===== config.mk =====
export PLATFORM = sky130hd
export DESIGN_NAME = id_ex_stage_reg_flat
export DESIGN_NICKNAME = d
export VERILOG_FILES = /design/src/rtl/id_ex_if.sv /design/src/rtl/id_ex_stage_reg.sv /design/src/flat_wrapper.sv
export SDC_FILE = /design/constraint.sdc
export NUM_CORES = 1
export LEC_CHECK = 0
export ABC_AREA = 1
export CAP_MARGIN = 20
export CORE_ASPECT_RATIO = 0.8
export CORE_MARGIN = 3
export CORE_UTILIZATION = 47
export DETAILED_ROUTE_END_ITERATION = 8
export GPL_TIMING_DRIVEN = 1
export PLACE_DENSITY = 0.86
export SYNTH_ARGS = -nofsm -noshare
export SYNTH_HDL_FRONTEND = slang
export SYNTH_SLANG_ARGS = --single-unit

===== constraint.sdc =====
create_clock -name clk -period 10.9 [get_ports clk]
set_input_delay 2.18 -clock clk [delete_from_list [all_inputs] [get_ports clk]]
set_output_delay 2.18 -clock clk [all_outputs]
set_load 0.02 [all_outputs]

===== src/rtl/id_ex_if.sv =====
// id_ex_if: ID-side inputs and EX-side outputs of the decode-to-execute pipeline register
interface id_ex_if #(
   parameter int XLEN  = 32,
   parameter int CTRLW = 12,
   parameter int CNTW  = 16
);
   logic             stall_i;
   logic             flush_i;
   logic             valid_i;
   logic [XLEN-1:0]  pc_i;
   logic [4:0]       rs1_i;
   logic [4:0]       rs2_i;
   logic [4:0]       rd_i;
   logic [XLEN-1:0]  rd1_i;
   logic [XLEN-1:0]  rd2_i;
   logic [XLEN-1:0]  imm_i;
   logic [CTRLW-1:0] ctrl_i;
   logic             wb_we_i;
   logic [4:0]       wb_rd_i;
   logic [XLEN-1:0]  wb_data_i;
   logic             hazard_o;
   logic             valid_o;
   logic [XLEN-1:0]  pc_o;
   logic [XLEN-1:0]  imm_o;
   logic [4:0]       rs1_o;
   logic [4:0]       rs2_o;
   logic [4:0]       rd_o;
   logic [XLEN-1:0]  op_a_o;
   logic [XLEN-1:0]  op_b_o;
   logic [CTRLW-1:0] ctrl_o;
   logic [CNTW-1:0]  stall_cnt_o;
   logic [CNTW-1:0]  bubble_cnt_o;
   modport master (
      output stall_i, flush_i, valid_i, pc_i, rs1_i, rs2_i, rd_i, rd1_i, rd2_i, imm_i, ctrl_i,
             wb_we_i, wb_rd_i, wb_data_i,
      input  hazard_o, valid_o, pc_o, imm_o, rs1_o, rs2_o, rd_o, op_a_o, op_b_o, ctrl_o,
             stall_cnt_o, bubble_cnt_o
   );
   modport slave (
      input  stall_i, flush_i, valid_i, pc_i, rs1_i, rs2_i, rd_i, rd1_i, rd2_i, imm_i, ctrl_i,
             wb_we_i, wb_rd_i, wb_data_i,
      output hazard_o, valid_o, pc_o, imm_o, rs1_o, rs2_o, rd_o, op_a_o, op_b_o, ctrl_o,
             stall_cnt_o, bubble_cnt_o
   );
endinterface


===== src/rtl/id_ex_stage_reg.sv =====
// id_ex_stage_reg: ID/EX pipeline register with write-back bypass, load-use bubbles and debug counters
module id_ex_stage_reg #(
   parameter int XLEN     = 32,
   parameter int CTRLW    = 12,
   parameter int LOAD_BIT = 0,
   parameter int CNTW     = 16
) (
   input logic   clk,
   input logic   rst,
   id_ex_if.slave bus
);
   logic             valid_q, valid_d;
   logic [XLEN-1:0]  pc_q, pc_d, imm_q, imm_d, op_a_q, op_a_d, op_b_q, op_b_d;
   logic [4:0]       rs1_q, rs1_d, rs2_q, rs2_d, rd_q, rd_d;
   logic [CTRLW-1:0] ctrl_q, ctrl_d;
   logic [CNTW-1:0]  stall_cnt_q, stall_cnt_d, bubble_cnt_q, bubble_cnt_d;
   logic             hazard, load_bubble, wb_hit;
   logic [XLEN-1:0]  fa, fb;
   always_comb begin
      wb_hit = bus.wb_we_i && bus.wb_rd_i != 5'd0;
      fa = (wb_hit && bus.wb_rd_i == bus.rs1_i) ? bus.wb_data_i : bus.rd1_i;
      fb = (wb_hit && bus.wb_rd_i == bus.rs2_i) ? bus.wb_data_i : bus.rd2_i;
      hazard = valid_q && ctrl_q[LOAD_BIT] && rd_q != 5'd0 && bus.valid_i &&
               (rd_q == bus.rs1_i || rd_q == bus.rs2_i) && !bus.stall_i && !bus.flush_i;
      load_bubble = bus.flush_i || hazard;
      valid_d = !load_bubble && (bus.stall_i ? valid_q : bus.valid_i);
      pc_d    = load_bubble ? '0 : bus.stall_i ? pc_q  : bus.pc_i;
      imm_d   = load_bubble ? '0 : bus.stall_i ? imm_q : bus.imm_i;
      rs1_d   = load_bubble ? '0 : bus.stall_i ? rs1_q : bus.rs1_i;
      rs2_d   = load_bubble ? '0 : bus.stall_i ? rs2_q : bus.rs2_i;
      rd_d    = load_bubble ? '0 : bus.stall_i ? rd_q  : bus.rd_i;
      ctrl_d  = load_bubble ? '0 : bus.stall_i ? ctrl_q : (bus.valid_i ? bus.ctrl_i : '0);
      // a held instruction must still see results written back while it waits
      op_a_d  = load_bubble ? '0 : bus.stall_i ? ((wb_hit && bus.wb_rd_i == rs1_q) ? bus.wb_data_i : op_a_q) : fa;
      op_b_d  = load_bubble ? '0 : bus.stall_i ? ((wb_hit && bus.wb_rd_i == rs2_q) ? bus.wb_data_i : op_b_q) : fb;
      stall_cnt_d  = (bus.stall_i && !bus.flush_i) ?
                     stall_cnt_q + {{(CNTW-1){1'b0}}, ~&stall_cnt_q} : stall_cnt_q;
      bubble_cnt_d = (bus.flush_i ? (bus.valid_i || bus.stall_i) : hazard) ?
                     bubble_cnt_q + {{(CNTW-1){1'b0}}, ~&bubble_cnt_q} : bubble_cnt_q;
   end
   always_ff @(posedge clk or posedge rst) begin
      if (rst) begin
         valid_q      <= 1'b0;
         pc_q         <= '0;
         imm_q        <= '0;
         rs1_q        <= '0;
         rs2_q        <= '0;
         rd_q         <= '0;
         op_a_q       <= '0;
         op_b_q       <= '0;
         ctrl_q       <= '0;
         stall_cnt_q  <= '0;
         bubble_cnt_q <= '0;
      end else begin
         valid_q      <= valid_d;
         pc_q         <= pc_d;
         imm_q        <= imm_d;
         rs1_q        <= rs1_d;
         rs2_q        <= rs2_d;
         rd_q         <= rd_d;
         op_a_q       <= op_a_d;
         op_b_q       <= op_b_d;
         ctrl_q       <= ctrl_d;
         stall_cnt_q  <= stall_cnt_d;
         bubble_cnt_q <= bubble_cnt_d;
      end
   end
   assign bus.hazard_o     = hazard;
   assign bus.valid_o      = valid_q;
   assign bus.pc_o         = pc_q;
   assign bus.imm_o        = imm_q;
   assign bus.rs1_o        = rs1_q;
   assign bus.rs2_o        = rs2_q;
   assign bus.rd_o         = rd_q;
   assign bus.op_a_o       = op_a_q;
   assign bus.op_b_o       = op_b_q;
   assign bus.ctrl_o       = ctrl_q;
   assign bus.stall_cnt_o  = stall_cnt_q;
   assign bus.bubble_cnt_o = bubble_cnt_q;
endmodule

===== src/flat_wrapper.sv =====
// flat-port wrapper written by rule: the top's interface ports become plain ports
module id_ex_stage_reg_flat 
#(
   parameter int XLEN     = 32,
   parameter int CTRLW    = 12,
   parameter int LOAD_BIT = 0,
   parameter int CNTW     = 16
)
  (clk, rst, bus_stall_i, bus_flush_i, bus_valid_i, bus_pc_i, bus_rs1_i, bus_rs2_i, bus_rd_i, bus_rd1_i, bus_rd2_i, bus_imm_i, bus_ctrl_i, bus_wb_we_i, bus_wb_rd_i, bus_wb_data_i, bus_hazard_o, bus_valid_o, bus_pc_o, bus_imm_o, bus_rs1_o, bus_rs2_o, bus_rd_o, bus_op_a_o, bus_op_b_o, bus_ctrl_o, bus_stall_cnt_o, bus_bubble_cnt_o);
  id_ex_if #(.XLEN(XLEN), .CTRLW(CTRLW), .CNTW(CNTW)) bus_i ();
  input logic clk;
  input logic rst;
  input wire logic [$bits(bus_i.stall_i)-1:0] bus_stall_i;
  input wire logic [$bits(bus_i.flush_i)-1:0] bus_flush_i;
  input wire logic [$bits(bus_i.valid_i)-1:0] bus_valid_i;
  input wire logic [$bits(bus_i.pc_i)-1:0] bus_pc_i;
  input wire logic [$bits(bus_i.rs1_i)-1:0] bus_rs1_i;
  input wire logic [$bits(bus_i.rs2_i)-1:0] bus_rs2_i;
  input wire logic [$bits(bus_i.rd_i)-1:0] bus_rd_i;
  input wire logic [$bits(bus_i.rd1_i)-1:0] bus_rd1_i;
  input wire logic [$bits(bus_i.rd2_i)-1:0] bus_rd2_i;
  input wire logic [$bits(bus_i.imm_i)-1:0] bus_imm_i;
  input wire logic [$bits(bus_i.ctrl_i)-1:0] bus_ctrl_i;
  input wire logic [$bits(bus_i.wb_we_i)-1:0] bus_wb_we_i;
  input wire logic [$bits(bus_i.wb_rd_i)-1:0] bus_wb_rd_i;
  input wire logic [$bits(bus_i.wb_data_i)-1:0] bus_wb_data_i;
  output wire logic [$bits(bus_i.hazard_o)-1:0] bus_hazard_o;
  output wire logic [$bits(bus_i.valid_o)-1:0] bus_valid_o;
  output wire logic [$bits(bus_i.pc_o)-1:0] bus_pc_o;
  output wire logic [$bits(bus_i.imm_o)-1:0] bus_imm_o;
  output wire logic [$bits(bus_i.rs1_o)-1:0] bus_rs1_o;
  output wire logic [$bits(bus_i.rs2_o)-1:0] bus_rs2_o;
  output wire logic [$bits(bus_i.rd_o)-1:0] bus_rd_o;
  output wire logic [$bits(bus_i.op_a_o)-1:0] bus_op_a_o;
  output wire logic [$bits(bus_i.op_b_o)-1:0] bus_op_b_o;
  output wire logic [$bits(bus_i.ctrl_o)-1:0] bus_ctrl_o;
  output wire logic [$bits(bus_i.stall_cnt_o)-1:0] bus_stall_cnt_o;
  output wire logic [$bits(bus_i.bubble_cnt_o)-1:0] bus_bubble_cnt_o;
  assign bus_i.stall_i = bus_stall_i;
  assign bus_i.flush_i = bus_flush_i;
  assign bus_i.valid_i = bus_valid_i;
  assign bus_i.pc_i = bus_pc_i;
  assign bus_i.rs1_i = bus_rs1_i;
  assign bus_i.rs2_i = bus_rs2_i;
  assign bus_i.rd_i = bus_rd_i;
  assign bus_i.rd1_i = bus_rd1_i;
  assign bus_i.rd2_i = bus_rd2_i;
  assign bus_i.imm_i = bus_imm_i;
  assign bus_i.ctrl_i = bus_ctrl_i;
  assign bus_i.wb_we_i = bus_wb_we_i;
  assign bus_i.wb_rd_i = bus_wb_rd_i;
  assign bus_i.wb_data_i = bus_wb_data_i;
  assign bus_hazard_o = bus_i.hazard_o;
  assign bus_valid_o = bus_i.valid_o;
  assign bus_pc_o = bus_i.pc_o;
  assign bus_imm_o = bus_i.imm_o;
  assign bus_rs1_o = bus_i.rs1_o;
  assign bus_rs2_o = bus_i.rs2_o;
  assign bus_rd_o = bus_i.rd_o;
  assign bus_op_a_o = bus_i.op_a_o;
  assign bus_op_b_o = bus_i.op_b_o;
  assign bus_ctrl_o = bus_i.ctrl_o;
  assign bus_stall_cnt_o = bus_i.stall_cnt_o;
  assign bus_bubble_cnt_o = bus_i.bubble_cnt_o;
  id_ex_stage_reg #(.XLEN(XLEN), .CTRLW(CTRLW), .LOAD_BIT(LOAD_BIT), .CNTW(CNTW)) u_core (.clk(clk), .rst(rst), .bus(bus_i));
endmodule

run_1/congestion.png
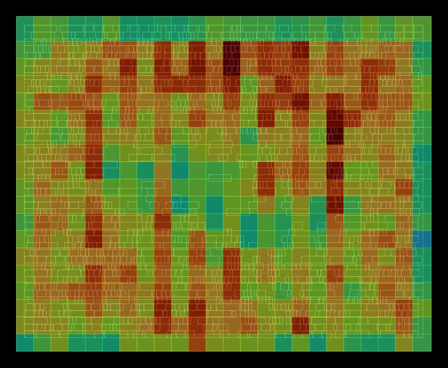
wire per inst: 17.6 um
met1 usage: 0.360
Global Route met3 Usage: 0.0863

run_1/clk_routes.png
(2 px per um)
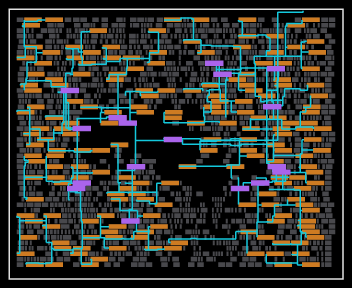
cyan -> clock wires  # length 2480 um
purple -> clock drivers  # count 17
orange -> flip-flops  # count 188
routed clock nets = 18
Clock Skew: 0.0163 ns
clock share of power: 0.347

==> job_summary.md, run 1 <==
## Synthesis and layout report

| Metric | Value |
|---|---|
| Final Hold Violation Tally | `0` |
| ANT cells | `0` |
| Slew Viols, Final | `0` |
| Area leader share | `0.488` |
| DRT iter0 DRCs | `about 900` |
| Placement Rows | `46` |
| Worst Hold Depth | `2` |
| RSZ-0062 raised after global routing | `false` |
| FF-to-FF End | `u_core.bus.op_a_o[30]` |
| Final core utilization | `0.707` |
| Vias in the first global route | `9462` |
| DRC errors left | `0` |
| Yosys warning count | `0` |
| Slew @ Worst Pin | `0.958 ns` |
| IO Pins | `~390` |
| Number of clock buffers in the layout | `19` |
| DR WL met3 | `3160 um` |
| Status | `finished clean` |
| Seq/total area | `0.333` |
| Final Setup Violations | `0` |
| Most numerous logic cell after layout | `nand2_1` |
| F_max | `around 0.15 GHz` |
| Synth area leader | `dfrtp_1` |
| Synth unique cells | `31` |
| Commonest flop | `dfrtp_1` |
| GPL Wtd Cong | `0.891` |
| Worst r2r src | `u_core.bus.rs1_o[2]` |
| Logic share of the area | `0.286` |
| Sw Share | `0.306` |
| FF-to-FF path depth | `7` |
| XOR/XNOR Area Share | `0.0354` |
| Share of flip-flops with an asynchronous set or reset | `1.00` |
| HP Start | `u_core.bus.pc_o[8]` |
| Yosys adder share | `0.00649` |
| CTS tree | `done` |
| Hold Path Sink | `u_core.bus.pc_o[8]` |
| Top logic family | `simple AND/OR/NAND/NOR gates` |
| Inverters | `about 140` |
| Cell Int Power | `1.34 mW` |
| CP Max Fanout | `13` |
| Post-cts resize count | `0` |
| LEAKAGE | `6.71 nW` |
| Top power group | `sequential cells` |
| Final cell count without fillers | `between 1500 and 2000` |
| Number of tapcells | `264` |
| Yosys simple share | `0.288` |
| ClkCell Share | `0.0441` |
| Top Layout Cells | `413 x nand2_1, 386 x clkdlybuf4s50_1, 188 x dfrtp_1` |
| Final HPWL DP | `between 20000 and 25000 um` |
| WL met2 | `15900 um` |
| Worst Path Arrival | `approximately 4.4 ns` |
| Final worst-path cycle share | `0.600` |
| Worst Hold Slack | `0.487 ns` |
| Fin crit period | `6.54 ns` |
| Slew HR | `0.361` |
| Setup WS pre-CTS | `4.33 ns` |
| Buffers, non-clock | `between 300 and 400` |
| Slowest CP cell | `clkdlybuf4s50_1` |
| Largest cells by area | `dfrtp_1 49%, nand2_1 16%, nand3_1 8.7%` |
| Pre-Place Util | `0.483` |
| Root Buffer | `clkbuf_16` |
| Compound-Gate Fraction of Synth Area | `0.0874` |
| Signal buf overhead | `0.276` |
| Syn nets | `1461` |
| Worst min path class | `flop to flop` |
| Finished layout cell area | `14100 um2` |
run_1/wires.png
(3 px per um)
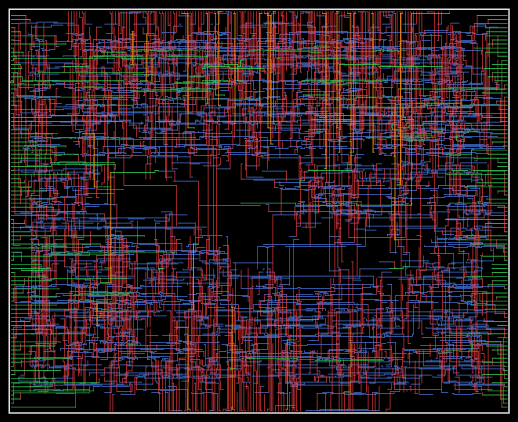
orange -> metal 4  # wire length 973 um
blue -> metal 1  # wire length 12800 um
red -> metal 2  # wire length 15900 um
green -> metal 3  # wire length 3160 um
final WL: 32800 um
GRT Util Overall: 0.285

==> run 2: changes to the inputs <==
- CORE_UTILIZATION: 47 -> 44
- PLACE_DENSITY: 0.86 -> 0.81
- clock period: 10.9 -> 6.8 ns (I/O delays scaled with it)
run_2/congestion.png
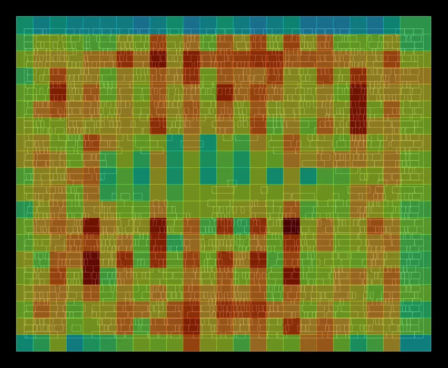
layer with the highest usage: met2
met1 usage: 0.340
Global Route met3 Usage: 0.0762
grt met2 use: 0.444
wire per inst: 17.4 um

run_2/power_grid.png
(3 px per um) Pins as bars on the die edge. Tap cells in grey.
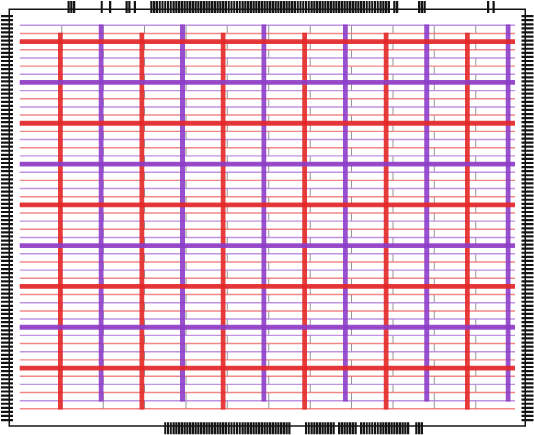
red -> VSS
purple -> VDD
met1 rails = 48
rows = 47
die height: 138 um
VDD IR-drop max: 125 uV
core area: 21100 um2

==> run 2 against run 1 <==
Net effect: die size increased by 6.5%; sequential share of layout area up 0.15 points; synthesized cell count unchanged; critical path depth unchanged; total power increased by 55%; area after synthesis unchanged; critical path type unchanged; largest power group unchanged.
==> job_summary.md, run 2 <==
## Synthesis and layout report

| Metric | Value |
|---|---|
| Status | `finished clean` |
| Final cell count without fillers | `1871 (+0.16%)` |
| Slowest CP cell | `clkdlybuf4s50_1` |
| Number of tapcells | `269 (+1.9%)` |
| XOR/XNOR Area Share | `0.0354 (unchanged)` |
| Worst Hold Slack | `0.487 ns (-0.000394 ns)` |
| Final HPWL DP | `22700 um (-0.62%)` |
| Root Buffer | `clkbuf_16` |
| Yosys simple share | `0.288 (unchanged)` |
| F_max | `0.197 GHz` |
| Finished layout cell area | `14100 um2 (-0.43%)` |
| Worst min path class | `flop to flop` |
| Final WL | `32500 um (-0.82%)` |
| FF-to-FF path depth | `7 (unchanged)` |
| Final core utilization | `0.666 (-0.0411)` |
| FF-to-FF End | `u_core.bus.op_a_o[17]` |
| CTS tree | `done` |
| CP Max Fanout | `13 (unchanged)` |
| Final Hold Violation Tally | `0 (unchanged)` |
| WL met2 | `15800 um (-0.28%)` |
| Slew HR | `0.256 (-0.106)` |
| ANT cells | `0 (unchanged)` |
| Worst r2r src | `u_core.bus.rs1_o[0]` |
| Yosys warning count | `0 (unchanged)` |
| Clock Skew | `0.0106 ns (-0.00569 ns)` |
| Post-cts resize count | `0 (unchanged)` |
| Syn nets | `1461 (unchanged)` |
| Worst Hold Depth | `2 (unchanged)` |
| Final Setup Violations | `0 (unchanged)` |
| Compound-Gate Fraction of Synth Area | `0.0874 (unchanged)` |
| Slew Viols, Final | `0 (unchanged)` |
| Final worst-path cycle share | `0.747` |
| Clock share of power | `0.324 (-0.023)` |
| HP Start | `u_core.bus.pc_o[3]` |
| Top Layout Cells | `413 x nand2_1, 386 x clkdlybuf4s50_1, 188 x dfrtp_1` |
| Top power group | `sequential cells` |
| Largest cells by area | `dfrtp_1 49%, nand2_1 16%, nand3_1 8.7%` |
| DR WL met3 | `2760 um (-13%)` |
| IO Pins | `387 (unchanged)` |
| Pre-Place Util | `0.457 (-0.0261)` |
| Top logic family | `simple AND/OR/NAND/NOR gates` |
| DRT iter0 DRCs | `781 (-13%)` |
| Placement Rows | `47 (+2.2%)` |
| Inverters | `138 (unchanged)` |
| Setup WS pre-CTS | `1.77 ns (-2.56 ns)` |
| GRT Util Overall | `0.270 (-0.0156)` |
| LEAKAGE | `6.68 nW (-0.36%)` |
| Buffers, non-clock | `391 (unchanged)` |
| Worst Path Arrival | `3.72 ns (-0.64 ns)` |
| Slew @ Worst Pin | `1.12 ns (+0.158 ns)` |
| Area leader share | `0.488 (unchanged)` |
| ClkCell Share | `0.0395 (-0.00461)` |
| RSZ-0062 raised after global routing | `false` |
| Vias in the first global route | `9721 (+2.7%)` |
| Most numerous logic cell after layout | `nand2_1` |
| Number of clock buffers in the layout | `18 (-1)` |
Power and IR drop assume default switching activity.
